M1 wires:
Scale bar: 20 µm. Supply wires on this layer in grey.
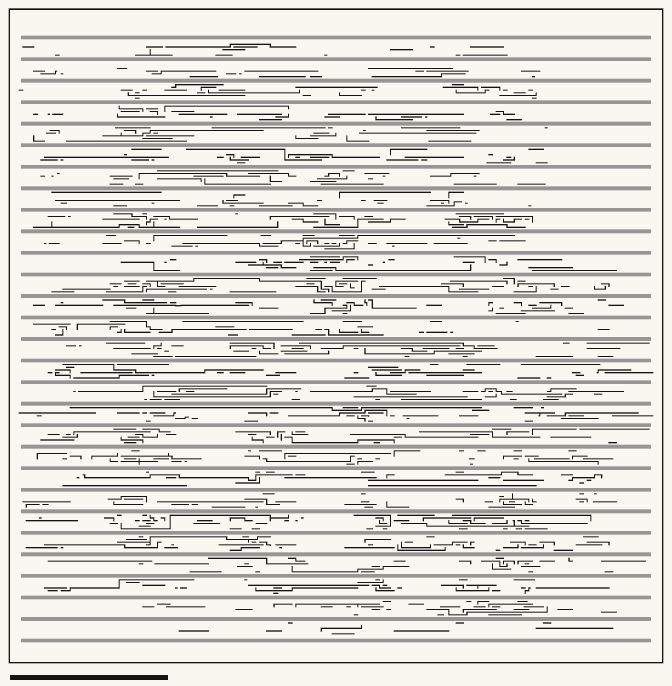
Met2 routing:
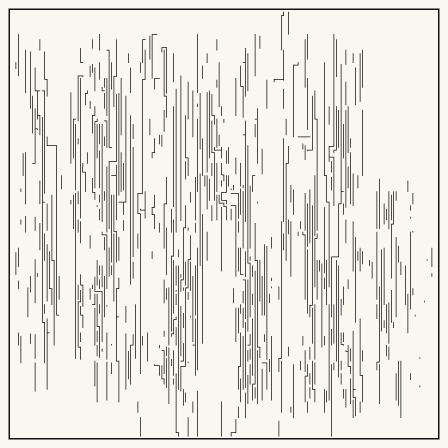
Signal wires on met3:
Scale bar: 20 µm. Cells faint in the background.
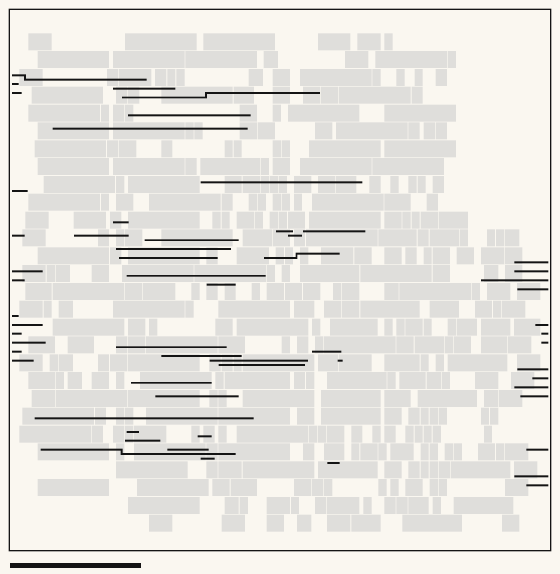
Gate-type map:
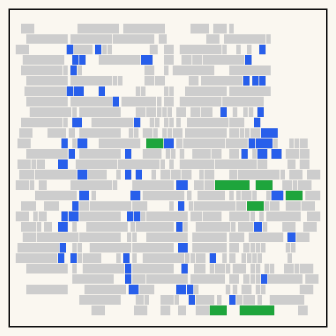
**src/rtl/jump_return_stack_pkg.sv**
```systemverilog
// Shared definitions for the jump/return stack.
// Command encodings and default widths.
package jump_return_stack_pkg;

  localparam int DEF_ADDR_W = 8;
  localparam int DEF_DEPTH  = 8;

  typedef enum logic [1:0] {
    CTL_NONE = 2'd0,
    CTL_CALL = 2'd1,
    CTL_JUMP = 2'd2,
    CTL_RET  = 2'd3
  } stack_ctl_e;

  typedef struct packed {
    logic take;
    logic push;
    logic pop;
    logic sel_top;
    logic ovf_set;
    logic unf_set;
  } ctl_dec_t;

endpackage

```
**src/rtl/ras_lifo.sv**
```systemverilog
// Return-address LIFO: storage, write pointer and depth.
// Storage is never reset; only pointer and depth are.
module ras_lifo
  import jump_return_stack_pkg::*;
#(
  parameter int ADDR_W = DEF_ADDR_W,
  parameter int DEPTH  = DEF_DEPTH,
  parameter int WRAP   = 0
) (
  input  logic                     clk,
  input  logic                     rst_n,
  input  logic                     push,
  input  logic                     pop,
  input  logic [ADDR_W-1:0]        push_data,
  output logic [ADDR_W-1:0]        top,
  output logic [$clog2(DEPTH):0]   depth,
  output logic                     full,
  output logic                     empty
);

  localparam int PW = $clog2(DEPTH);
  localparam int DW = PW + 1;

  logic [ADDR_W-1:0] mem [DEPTH];
  logic [PW-1:0]     wr_ptr;
  logic [PW-1:0]     top_ptr;
  logic              wr_en;
  logic              rd_en;

  assign full    = (depth == DW'(DEPTH));
  assign empty   = (depth == '0);
  // When full, wr_ptr points at the oldest entry, so a
  // wrapping push overwrites exactly that one.
  assign wr_en   = push && (!full || (WRAP != 0));
  assign rd_en   = pop && !empty;
  assign top_ptr = wr_ptr - PW'(1);
  assign top     = mem[top_ptr];

  // Storage write; deliberately without reset.
  always_ff @(posedge clk) begin
    if (wr_en) begin
      mem[wr_ptr] <= push_data;
    end
  end

  // Pointer and occupancy update.
  always_ff @(posedge clk or negedge rst_n) begin
    if (!rst_n) begin
      wr_ptr <= '0;
      depth  <= '0;
    end else if (wr_en) begin
      wr_ptr <= wr_ptr + PW'(1);
      if (!full) begin
        depth <= depth + DW'(1);
      end
    end else if (rd_en) begin
      wr_ptr <= wr_ptr - PW'(1);
      depth  <= depth - DW'(1);
    end
  end

endmodule

```
**src/rtl/jump_return_stack.sv**
```systemverilog
// Jump/return stack: command decode, next-PC mux,
// sticky overflow/underflow flags.
module jump_return_stack
  import jump_return_stack_pkg::*;
#(
  parameter int ADDR_W = DEF_ADDR_W,
  parameter int DEPTH  = DEF_DEPTH,
  parameter int WRAP   = 0
) (
  input  logic                   clk,
  input  logic                   rst_n,
  input  logic [1:0]             stack_ctl,
  input  logic                   ctl_valid,
  input  logic [ADDR_W-1:0]      address_in,
  input  logic [ADDR_W-1:0]      return_addr_in,
  input  logic                   err_clr,
  output logic [ADDR_W-1:0]      address,
  output logic                   take_jump,
  output logic [$clog2(DEPTH):0] depth,
  output logic                   overflow,
  output logic                   underflow
);

  ctl_dec_t          dec;
  logic [ADDR_W-1:0] top;
  logic              full;
  logic              empty;

  ras_lifo #(
    .ADDR_W (ADDR_W),
    .DEPTH  (DEPTH),
    .WRAP   (WRAP)
  ) u_lifo (
    .clk       (clk),
    .rst_n     (rst_n),
    .push      (dec.push),
    .pop       (dec.pop),
    .push_data (return_addr_in),
    .top       (top),
    .depth     (depth),
    .full      (full),
    .empty     (empty)
  );

  // Decode the qualified command against stack state.
  always_comb begin
    dec = '0;
    if (ctl_valid) begin
      unique case (stack_ctl_e'(stack_ctl))
        CTL_CALL: begin
          dec.take    = 1'b1;
          dec.push    = 1'b1;
          dec.ovf_set = full;
        end
        CTL_JUMP: begin
          dec.take = 1'b1;
        end
        CTL_RET: begin
          if (empty) begin
            dec.unf_set = 1'b1;
          end else begin
            dec.take    = 1'b1;
            dec.pop     = 1'b1;
            dec.sel_top = 1'b1;
          end
        end
        default: begin
          dec = '0;
        end
      endcase
    end
  end

  assign address   = dec.sel_top ? top : address_in;
  assign take_jump = dec.take;

  // Sticky overflow; a new error beats a clear.
  always_ff @(posedge clk or negedge rst_n) begin
    if (!rst_n) begin
      overflow <= 1'b0;
    end else if (dec.ovf_set) begin
      overflow <= 1'b1;
    end else if (err_clr) begin
      overflow <= 1'b0;
    end
  end

  // Sticky underflow; a new error beats a clear.
  always_ff @(posedge clk or negedge rst_n) begin
    if (!rst_n) begin
      underflow <= 1'b0;
    end else if (dec.unf_set) begin
      underflow <= 1'b1;
    end else if (err_clr) begin
      underflow <= 1'b0;
    end
  end

endmodule

```
**config.mk**
```make
export PLATFORM = sky130hd
export DESIGN_NAME = jump_return_stack
export DESIGN_NICKNAME = d
export VERILOG_FILES = /design/src/rtl/jump_return_stack_pkg.sv /design/src/rtl/ras_lifo.sv /design/src/rtl/jump_return_stack.sv
export SDC_FILE = /design/constraint.sdc
export NUM_CORES = 1
export LEC_CHECK = 0
export ABC_AREA = 1
export CAP_MARGIN = 20
export CORE_UTILIZATION = 50
export DETAILED_ROUTE_END_ITERATION = 7
export GPL_ROUTABILITY_DRIVEN = 0
export PLACE_DENSITY = 0.75
export SLEW_MARGIN = 20
export SYNTH_ARGS = -nofsm -noshare
export SYNTH_HDL_FRONTEND = slang
export SYNTH_SLANG_ARGS = --single-unit
export TNS_END_PERCENT = 20
```
**constraint.sdc**
```tcl
create_clock -name clk -period 2.1 [get_ports clk]
set_input_delay 0.42 -clock clk [delete_from_list [all_inputs] [get_ports clk]]
set_output_delay 0.42 -clock clk [all_outputs]
set_load 0.02 [all_outputs]
```
==> Slide: Implementation Results <==
Implementation Results

Yosys
  • Share of synthesized registers carrying an async set or reset: 0.123
  • Synth top area share: 0.595
  • Yosys Instances: just under 300
  • Synthesis-stage register bit count: around 73
  • Number of synthesis warnings: 0
  • Cell Type Count: 22
  • Most popular library cell in the synthesized design by count: sky130_fd_sc_hd__edfxtp_1
  • Area leader, netlist: sky130_fd_sc_hd__edfxtp_1

Setup path
  • Critical setup path kind: flop to primary output
  • Maximum fanout along the worst path: 6
  • Data arrival, critical path: ~2.0 ns
  • Worst path required time: 1.68 ns

STA
  • Slew of the pin with the lowest slew margin: 0.410 ns
  • Final worst slack: -0.284 ns
  • Setup repair after global routing missed its margin: yes
  • Final hold violations: 0
  • Final Skew: 0.00938 ns
  • Slew Limit Headroom: 0.726
  • Share of the clock period used by the worst path: 1.14
  • Highest attainable clock frequency: approximately 0.42 GHz
  • Final number of setup-violating endpoints: 8
  • Tightest hold margin: 0.358 ns

Placed design
  • Total placed instance area: ~0.004 mm²
  • Number of instances in the placed design: 424
  • HPWL reported at the end of detailed placement: 4.48 mm
  • Worst slack at placement: -0.549 ns
  • Port-buffer cells: 36

Floorplan
  • Effective utilization at floorplan: 0.533
  • Vertical die dimension: 82.4 µm
  • Full die area: about 0.0068 mm²
  • Die width: 82.4 µm

Outcome
  • Result of the run: complete, but fails checks
  • Violations in the final reports: setup timing

Layout
  • Area delta synth->final: 31.2%
  • Post-layout nets: 396
  • Non-filler instance count after layout: 447
  • # diodes: 0
  • Largest regs: u_lifo.mem: 64 flops, u_lifo.depth: 4 flops, u_lifo.wr_ptr: 3 flops
  • Largest register FFs: 64
  • Most flop-heavy register: u_lifo.mem
  • Fraction of final layout cells with drive strength greater than 1: 0.239

Route
  • Antenna-violating nets left: 0
  • DRC errors left: 0
  • Routed wire length per instance: ~16 µm
  • Detailed-routing iteration count for the pre-antenna-repair pass: 5

CTS
  • # H-tree levels: 3
  • CTS tree: built
  • Clock latency on the worst-skew pair: roughly 0.35 ns
  • Number of CTS-inserted buffers: 9

Global routing
  • Number of global-route vias before repair: 2,302
  • Met2 Resource Use GR: 0.385
  • Top Usage Layer GRT: met2

Power and ir drop
  • Power per cell area: 1330 mW/mm²
  • LEAKAGE: around 1.6 nW

Job
  • Number of warning messages in the logs: 31
## Picture notes: 'M1 wires'
wire length on this layer	2,890 µm
share of all routed wire	41%
longest straight run	33.1 µm

## Picture notes: 'met2 routing'
wire length on this layer	3,510 µm
nets with wire on the layer	307

## Picture notes: 'signal wires on met3'
longest straight run	33.1 µm
share of all routed wire	6.9%
nets with wire on the layer	45
main direction	horizontal
wire length on this layer	486 µm
post-detailed-routing wire length: 7.00 mm
met3 GRT Util: 0.0582
count of vias placed by the detailed router: 2,359

## Picture notes: 'gate-type map'
colour	family	cells	most used
green	fa/ha/maj cells	7	ha_1
blue	aoi and oai cells	64	o21ai_0

-- kinds of logic after synthesis --
logic type,share of synthesized area
flip-flops,0.665
XOR/XNOR,0.0132
adder cells (fa/ha/maj),0.0271
AND-OR/OR-AND,0.117
AND/OR/NAND/NOR,0.136
buffers and inverters,0.0411
-- cell type report --
cell class / instances / area (µm²)
fill: 444 / 1820
inverter: 18 / 70.1
multi-input combinational: 188 / 1010
tap: 75 / 93.8
clock inverter: 6 / 43.8
clock buffer: 10 / 128
sequential: 73 / 2150
timing repair buffer: 77 / 741
-- critical path, cell delays in order, from the launching register on --
cell and delay, ns:
sky130_fd_sc_hd__dfrtp_1 0.40, sky130_fd_sc_hd__inv_4 0.05, sky130_fd_sc_hd__ha_4 0.34, sky130_fd_sc_hd__buf_12 0.14
sky130_fd_sc_hd__buf_6 0.09, sky130_fd_sc_hd__nor2_1 0.03, sky130_fd_sc_hd__o21ai_1 0.06, sky130_fd_sc_hd__o21ai_1 0.08
sky130_fd_sc_hd__o211ai_1 0.20, sky130_fd_sc_hd__nand2_2 0.07, sky130_fd_sc_hd__buf_6 0.13
-- metal layers --
layer | vias to the layer above | share of wire
li1 | 1167 | -
met3 | 12 | 0.069
met4 | 0 | 0.016
met2 | 92 | 0.50
met5 | - | 0
met1 | 1088 | 0.41
-- report_power, final --
| group | switching, W | internal (W) | leakage (nW) | total (W) |
|---|---|---|---|---|
| combinational | 0.00157 | 0.00135 | 0.862 | 0.00292 |
| sequential | 0.0000567 | 0.00169 | 0.690 | 0.00175 |
| clock | 0.000527 | 0.000429 | 0.0749 | 0.000956 |
| total | 0.00215 | 0.00347 | 1.63 | 0.00563 |
-- what timing repair did --
action,CTS,global route
cloned,1,1
pin swaps,8,7
gates resized,54,22
hold buffers,0,0
setup endpoints to repair,9,11
buffers inserted,3,2
No activity file was given, so power comes from the tool's default toggle rates.
